## src/rtl/fetch_next_pc.sv

```systemverilog
// Instruction-fetch stage for the single-cycle MIPS core: holds the PC, fetches via a
// ready handshake, presents the latched opcode to Control and resolves jump/branch.
module fetch_next_pc #(
    parameter logic [31:0] RESET_PC = 32'h0000_0000,
    parameter int          CNT_W    = 16
) (
    input  logic             clk,
    input  logic             rst_n,
    output logic [31:0]      imem_addr,
    output logic             imem_req,
    input  logic [31:0]      imem_rdata,
    input  logic             imem_ready,
    input  logic             jump,
    input  logic             branch,
    input  logic             alu_zero,
    input  logic             stall,
    output logic [31:0]      inst,
    output logic [5:0]       op,
    output logic             inst_valid,
    output logic [31:0]      pc,
    output logic [31:0]      pc_plus4,
    output logic [CNT_W-1:0] retired
);

    typedef enum logic {
        FETCH = 1'b0,
        ISSUE = 1'b1
    } fetchState_t;

    localparam logic [31:0]      PC_START = {RESET_PC[31:2], 2'b00};
    localparam logic [CNT_W-1:0] CNT_ONE  = {{(CNT_W-1){1'b0}}, 1'b1};

    fetchState_t state;
    fetchState_t stateNext;
    logic        loadInst;
    logic        advance;
    logic [31:0] jumpTarget;
    logic [31:0] branchOffset;
    logic [31:0] branchTarget;
    logic [31:0] nextRaw;
    logic [31:0] nextPc;

    // Target computation is purely from registered state (pc, inst) plus Control inputs.
    assign pc_plus4     = pc + 32'd4;
    assign jumpTarget   = {pc_plus4[31:28], inst[25:0], 2'b00};
    assign branchOffset = {{14{inst[15]}}, inst[15:0], 2'b00};
    assign branchTarget = pc_plus4 + branchOffset;

    always_comb begin
        // NOTE: every combinational output gets a default first so no path leaves it unassigned (no latch).
        nextRaw = pc_plus4;
        if (jump) begin
            nextRaw = jumpTarget;
        end else if (branch && alu_zero) begin
            nextRaw = branchTarget;
        end
    end

    assign nextPc = nextRaw & 32'hFFFF_FFFC;

    always_comb begin
        stateNext  = state;
        imem_req   = 1'b0;
        inst_valid = 1'b0;
        loadInst   = 1'b0;
        advance    = 1'b0;
        case (state)
            FETCH: begin
                imem_req = 1'b1;
                if (imem_ready) begin
                    loadInst  = 1'b1;
                    stateNext = ISSUE;
                end
            end
            ISSUE: begin
                inst_valid = 1'b1;
                if (!stall) begin
                    advance   = 1'b1;
                    stateNext = FETCH;
                end
            end
            default: stateNext = FETCH;
        endcase
    end

    always_ff @(posedge clk or negedge rst_n) begin
        // NOTE: sequential state uses non-blocking assignments so all registers update together at the edge.
        if (!rst_n) begin
            state <= FETCH;
        end else begin
            state <= stateNext;
        end
    end

    always_ff @(posedge clk or negedge rst_n) begin
        if (!rst_n) begin
            pc      <= PC_START;
            inst    <= 32'h0000_0000;
            retired <= '0;
        end else begin
            if (loadInst) begin
                inst <= imem_rdata;
            end
            if (advance) begin
                pc      <= nextPc;
                retired <= retired + CNT_ONE;
            end
        end
    end

    // op comes only from the instruction register, never straight from memory.
    assign op        = inst[31:26];
    assign imem_addr = pc;

endmodule

```

## config.mk

```make
export PLATFORM = sky130hd
export DESIGN_NAME = fetch_next_pc
export DESIGN_NICKNAME = d
export VERILOG_FILES = /design/src/rtl/fetch_next_pc.sv
export SDC_FILE = /design/constraint.sdc
export NUM_CORES = 1
export LEC_CHECK = 0
export ABC_AREA = 1
export ABC_CLOCK_PERIOD_IN_PS = 3300
export CAP_MARGIN = 20
export CORE_MARGIN = 3
export CORE_UTILIZATION = 50
export DETAILED_ROUTE_END_ITERATION = 16
export GPL_TIMING_DRIVEN = 1
export PLACE_DENSITY = 0.91
export SKIP_LAST_GASP = 1
export SLEW_MARGIN = 0
export SYNTH_ARGS = -nofsm -noshare
export SYNTH_HDL_FRONTEND = slang
export SYNTH_SLANG_ARGS = --single-unit
```

## constraint.sdc

```tcl
create_clock -name clk -period 3.3 [get_ports clk]
set_input_delay 0.33 -clock clk [delete_from_list [all_inputs] [get_ports clk]]
set_output_delay 0.33 -clock clk [all_outputs]
set_load 0.005 [all_outputs]
```

Fig. 1: run 1, register map, names as in the netlist
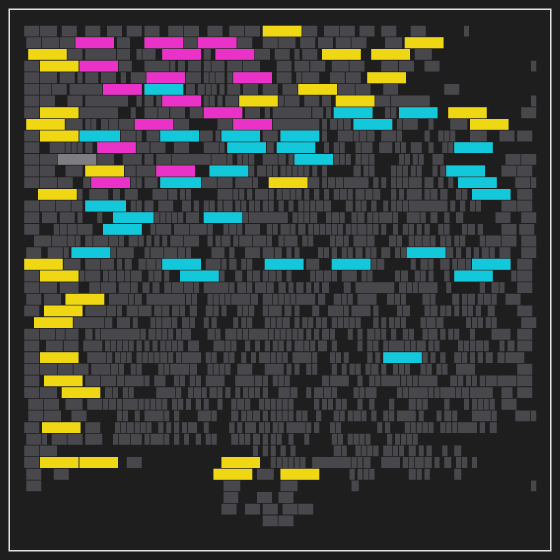
legend:
  retired:
    colour: magenta
    sequential_cells: 16
  inst:
    colour: yellow
    sequential_cells: 32
    where: all over the die
  imem_addr:
    colour: cyan
    sequential_cells: 30

Fig. 2: run 1, metal 4
Supply wires on this layer in grey.
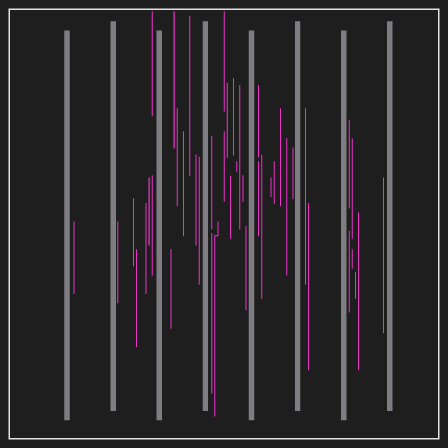
longest straight run: 53.0 um
wire length on this layer: 1220 um
main direction: vertical
share of all routed wire: 5.0%
Routed WL: 24400 um
vias after detailed routing: 7846

==> reports/metrics.csv, run 1 <==
metric,value,unit
maxCapViolations,0,
first_global_vias,7387,
r2r_cells,20,
m1WireLength,9420,um
drive_above_1_share,0.0898,
cts_buffers,9,
syn_area,7190,sq um
dr.pass1.iters,5,
grtUsageTotal,0.296,
p_leak,4.85,nW
post-route-drc-count,0,
common_cells,"nand2_1, inv_1, nor2_1",
yosysMostFrequentCell,nand2_1,
synth.cellmix.compoundShare,0.0548,
nets,1355,
rows,43,
logic_family,simple AND/OR/NAND/NOR gates,
antenna_found_initial,0,
initial_core_util,0.514,
finalCriticalPeriod,3150,ps
htree_levels,3,
cp_slowest_cell,dfrtp_2,
cp-end-kind,flip-flop,
grt_busiest_layer,met2,
die_height,126,um
route.met2.wl,11100,um
clk_pin_slew,70,ps
maxPowerGroup,combinational logic,
worstPathCellList,"ha_1, inv_1, nor2_4, inv_1, nor2_2, xor2_1, ha_1, nand2_1, nor2_1, nand2_1, inv_1, nand2_1, nand2_1, nand2_1, nand2_1, inv_1, nand2_1, nand3_1, nand2_1, nand2_1",
cts_setup_buffers,0,
seq_area_frac_synth,0.275,
setup_slack,154,ps
critPathRequiredTime,3540,ps
swShare,0.471,
cp_common_cell,nand2_1,
layout_top_cell,nand2_1,
syn_inst,1118,
critPathBufInv,4,
flop_cell,dfrtp_1,
max-vdd-ir-drop,0.614,mV
power_frac_seq,0.214,
max_freq,0.318,GHz
regToRegSetupSlack,150,ps
num_io_pins,191,
vias_per_cell,5.37,
timing_worst_setup_path_type,flip-flop to flip-flop,
mostFrequentLayoutCells,"nand2_1, clkdlybuf4s50_1, inv_1",
r2r-end,imem_addr[31],
ys_ff,79,
hold_violations,0,
power_density,815,nW/um^2
pg_comb,0.00499,W
synth.avg_cell_area,6.44,sq um
ctsLongestPathBuffers,2,
synthTopCellsByArea,"dfrtp_1, nand2_1, inv_1",
setup_tns,0,ps
dpl.hpwl,18600,um
relSlewSlack,0.560,
seq_cell_power,0.00165,W
grt.overflow.total,0,
clockPowerShare,0.137,
grt_max_degree,80,
fill_cells,1181,
synth-edff-count,0,
tightestPinTransition,658,ps
critPathMaxFanout,7,
cts-resized-gates,1,
total_power,0.00769,W
simple_gate_area_frac,0.362,
dr_wl_met3,2730,um
post-place-ws,13.1,ps
root_buffer,clkbuf_16,
reg2reg_from,imem_addr[2],
outcome,finished clean,
top_area_frac,0.275,
mux_area_frac,0.0485,
antenna_cells,0,
critPathMaxStageDelay,430,ps
arrival,3390,ps
path_depth,20,
internal-power,0.00407,W
drv_slew,0,
rsz0062_at_grt,true,
cts.sinks,79,
drtAntennaViolNets,0,
post-route-period-util,0.953,
yosys_area,7190,sq um
async_flop_share,1.00,
min_path_type,input pin to async pin,
tool_warnings,34,
yosys_cells,1118,
gr-usage-met3,0.0865,
setup.worst_path.end,imem_addr[31],
dr.max_layer_used,met4,
die_w,126,um
syn_to_final_growth,31.2,%
yosysTopAreaCell,dfrtp_1,
fin_util,0.675,
ys_warn_count,0,
core,14000,sq um
netSwitchingPower,0.00362,W
use_met1,0.373,
place.gp.congestion,1.08,
drt_iter0_markers,646,
cts_tree,built,
grt_first_pass_wirelength,37600,um
synth-adder-area-share,0.0689,
xor_share,0.0450,
met2_usage,0.467,
crit_family,simple AND/OR/NAND/NOR gates,
dieArea,15900,sq um
synthDistinctLibCells,37,
wire_per_inst,16.7,um
crit_path_start,imem_addr[2],
setup_viol,0,
holdBufCountCts,0,
p_comb_frac,0.648,
crit_path_start_kind,flip-flop,
port_buffers,184,
Fig. 3: run 1, the clock network
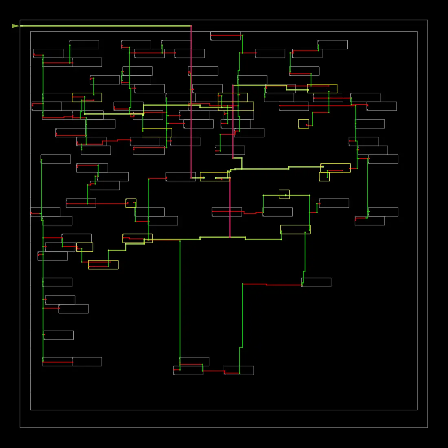
flop count: 79
Fin Clk Skew: 8.67 ps
Latency at later pin: 360 ps
clock buf count: 10
clock group total power: 0.00106 W

-- run 1: cell type report --
type | count | area (sq um) | share of cell area
timing repair buffer | 203 | 2020 | 0.214
clock inverter | 5 | 65.1 | 0.00689
inverter | 176 | 661 | 0.0700
clock buffer | 10 | 239 | 0.0253
tap | 180 | 225 | 0.0239
multi-input combinational | 808 | 4250 | 0.450
sequential | 79 | 1980 | 0.210
-- run 1: metrics by stage --
step | hold WS, ps | cell area [sq um] | instances
finish | 331 | 9440 | 1461
global route | 358 | 9440 | 1461
CTS | 200 | 9330 | 1458
detailed placement | 469 | 9020 | 1443
global placement | 460 | 9020 | 1443
floorplan | 34.4 | 7210 | 1123
-- run 1: state kept, by name, summed over array words and instances (netlist names) --
signal / cells
inst: 32
state: 1
imem_addr: 30
retired: 16
==> run 1 -> run 2 <==
- PLACE_DENSITY: 0.91 -> 0.92
==> reports/metrics.csv, run 2 <==
metric,value,unit,change
logic_family,simple AND/OR/NAND/NOR gates,,
die_height,126,um,unchanged
placed_area,9020,sq um,about the same
grt_busiest_layer,met2,,
common_cells,"nand2_1, inv_1, nor2_1",,
fin_skew,7.40,ps,-1.26 ps
total_power,0.00778,W,+1.2%
synth-adder-area-share,0.0689,,unchanged
hold_violations,0,,unchanged
grtUsageTotal,0.298,,+0.00168
critPathBufInv,0,,-4
final_cells,1462,,+0.068%
synth.cellmix.compoundShare,0.0548,,unchanged
seq_area_frac_synth,0.275,,unchanged
crit_path_start_kind,flip-flop,,
maxCapViolations,0,,unchanged
outcome,finished clean,,
mux_area_frac,0.0485,,unchanged
nets,1355,,unchanged
post-route-period-util,0.946,,-0.00759
yosys_area,7190,sq um,unchanged
yosysTopAreaCell,dfrtp_1,,
synthTopCellsByArea,"dfrtp_1, nand2_1, inv_1",,
dr.pass1.iters,6,,+1
seq_cell_power,0.00169,W,+2%
first_global_vias,7559,,+2.3%
cp_slowest_cell,dfrtp_1,,
layout_top_cell,nand2_1,,
crit_path_start,imem_addr[5],,
synth-edff-count,0,,unchanged
dieArea,15900,sq um,unchanged
ctsLongestPathBuffers,2,,unchanged
critPathMaxStageDelay,440,ps,about the same
synthDistinctLibCells,37,,unchanged
drtAntennaViolNets,0,,unchanged
core,14000,sq um,unchanged
r2r_cells,17,,-15%
max-vdd-ir-drop,0.631,mV,+2.8%
drt_wl_total,24400,um,-0.14%
vias_per_cell,5.42,,+0.86%
simple_gate_area_frac,0.362,,unchanged
maxPowerGroup,combinational logic,,
wire_per_inst,16.7,um,-0.20%
critPathRequiredTime,3540,ps,about the same
finish.instance_area,9450,sq um,+0.16%
grt_max_degree,80,,unchanged
syn_inst,1118,,unchanged
vias,7919,,+0.93%
relSlewSlack,0.429,,-0.131
fin_util,0.676,,+0.00107
setup_viol,0,,unchanged
setup_slack,179,ps,+25.0 ps
p_comb_frac,0.631,,-0.017
tool_warnings,33,,-2.9%
max_freq,0.320,GHz,+0.80%
swShare,0.461,,-0.0107
finalCriticalPeriod,3120,ps,-25.0 ps
worstPathCellList,"nand2_2, nor2_2, nand2_2, nor2_1, xor2_1, ha_1, nand2_1, nor2_1, nand3_1, nand3b_1, nand2_1, nand2_1, nand2_1, nand3_1, nand2_1, nand2_1, nand2_1",,
clk_pin_slew,70,ps,about the same
clockPowerShare,0.151,,+0.014
min_path_type,input pin to async pin,,
arrival,3360,ps,-30 ps
met2_usage,0.496,,+0.0297
regToRegSetupSlack,180,ps,+30 ps
drv_slew,0,,unchanged
ys_warn_count,0,,unchanged
drive_above_1_share,0.0905,,+0.000710
crit_family,simple AND/OR/NAND/NOR gates,,
root_buffer,clkbuf_16,,
yosysMostFrequentCell,nand2_1,,
internal-power,0.00420,W,+3.2%
pg_comb,0.00491,W,-2%
cp_common_cell,nand2_1,,
m1WireLength,9600,um,+1.9%
xor_share,0.0450,,unchanged
num_io_pins,191,,unchanged
dpl.cell_count,1444,,+0.069%
synth.avg_cell_area,6.44,sq um,unchanged
flop_cell,dfrtp_1,,
rsz0062_at_grt,false,,
post-route-drc-count,0,,unchanged
reg2reg_from,imem_addr[5],,
top_register,inst,,
cts_buffers,9,,unchanged
holdWs,357,ps,+26.0 ps
post-place-ws,-6.00,ps,-19.1 ps
mostFrequentLayoutCells,"nand2_1, clkdlybuf4s50_1, inv_1",,
rows,43,,unchanged
gr-usage-met3,0.0679,,-0.0187
timing_worst_setup_path_type,flip-flop to flip-flop,,
use_met1,0.377,,+0.00355
port_buffers,184,,unchanged
tightestPinTransition,856,ps,+199 ps
syn_area,7190,sq um,unchanged
setup_tns,0,ps,unchanged
async_flop_share,1.00,,unchanged
ys_ff,79,,unchanged
power_density,823,nW/um^2,+1.0%
place.gp.congestion,1.03,,-4.7%
largest_reg_flops,32,,unchanged
grt_first_pass_wirelength,38000,um,+1.1%
antenna_cells,0,,unchanged
power_frac_seq,0.217,,+0.003
dpl.hpwl,18600,um,about the same
htree_levels,3,,unchanged
drt_iter0_markers,752,,+16%
antenna_found_initial,0,,unchanged
dr_wl_met3,2380,um,-13%
initial_core_util,0.514,,unchanged
route.met2.wl,11400,um,+3.5%
## run 2: cell counts after synthesis
Identical to the previous run, type by type.
## run 2: final timing paths
kind / endpoint
worst min register to register: retired[15]
worst max register to register: imem_addr[28]
worst min-delay path: inst[29]
min in group clk: retired[15]
max in group asynchronous: imem_addr[3]
worst max-delay path: imem_addr[28]
## run 2: final cells by class
cell class	count	area [sq um]
clock inverters	6	115
multi-input cells	808	4240
flip-flops and latches	79	1980
inverters	176	661
well taps	180	225
fillers	1159	4530
clock buffers	10	229
repair buffers	203	2000
## run 2: timing repair
item                       CTS  global route
setup buffers                0             0
hold endpoints to repair     0             8
setup endpoints to repair    4            15
resized                      1            19
hold buffers                 0             1
pin swaps                    0             1
Fig. 4: run 2, cells by drive strength
Scale bar: 50 um.
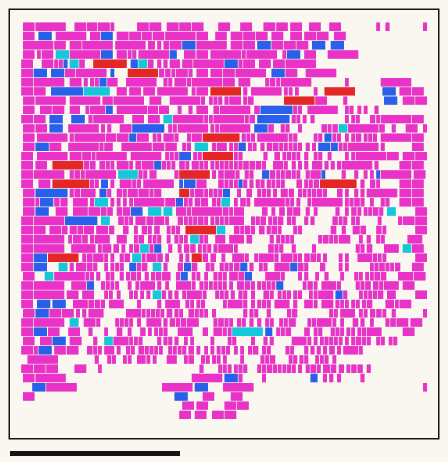
legend:
  x3 and x4:
    colour: cyan
    cells: 26
  x6 and larger:
    colour: red
    cells: 15
  x1 and smaller:
    colour: magenta
    cells: 1166
  x2:
    colour: blue
    cells: 75
Non-clk bufs: 203
area grow syn2layout: 31.4%

Fig. 5: run 2, the clock network
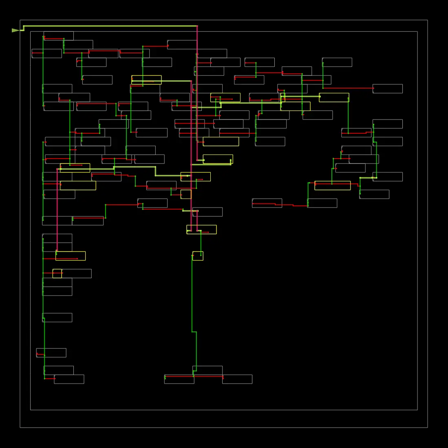
Latency at later pin: 340 ps
clock group total power: 0.00118 W
CTS Sinks: 79

Fig. 6: run 2, register map, names as in the netlist
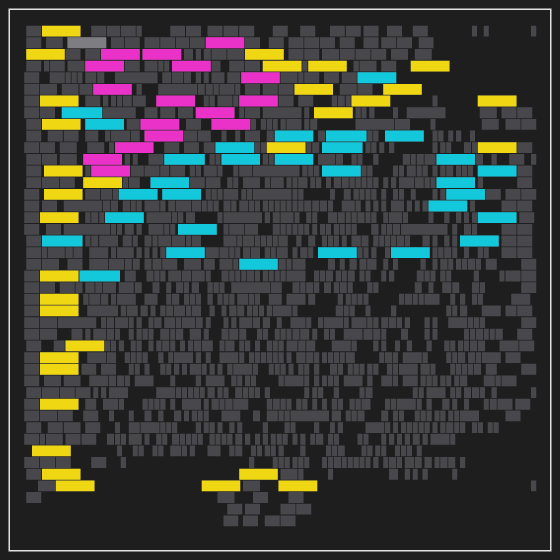
legend:
  imem_addr:
    colour: cyan
    sequential_cells: 30
  retired:
    colour: magenta
    sequential_cells: 16
  inst:
    colour: yellow
    sequential_cells: 32
    where: all over the die
not coloured: 1

Power and IR drop assume default switching activity.
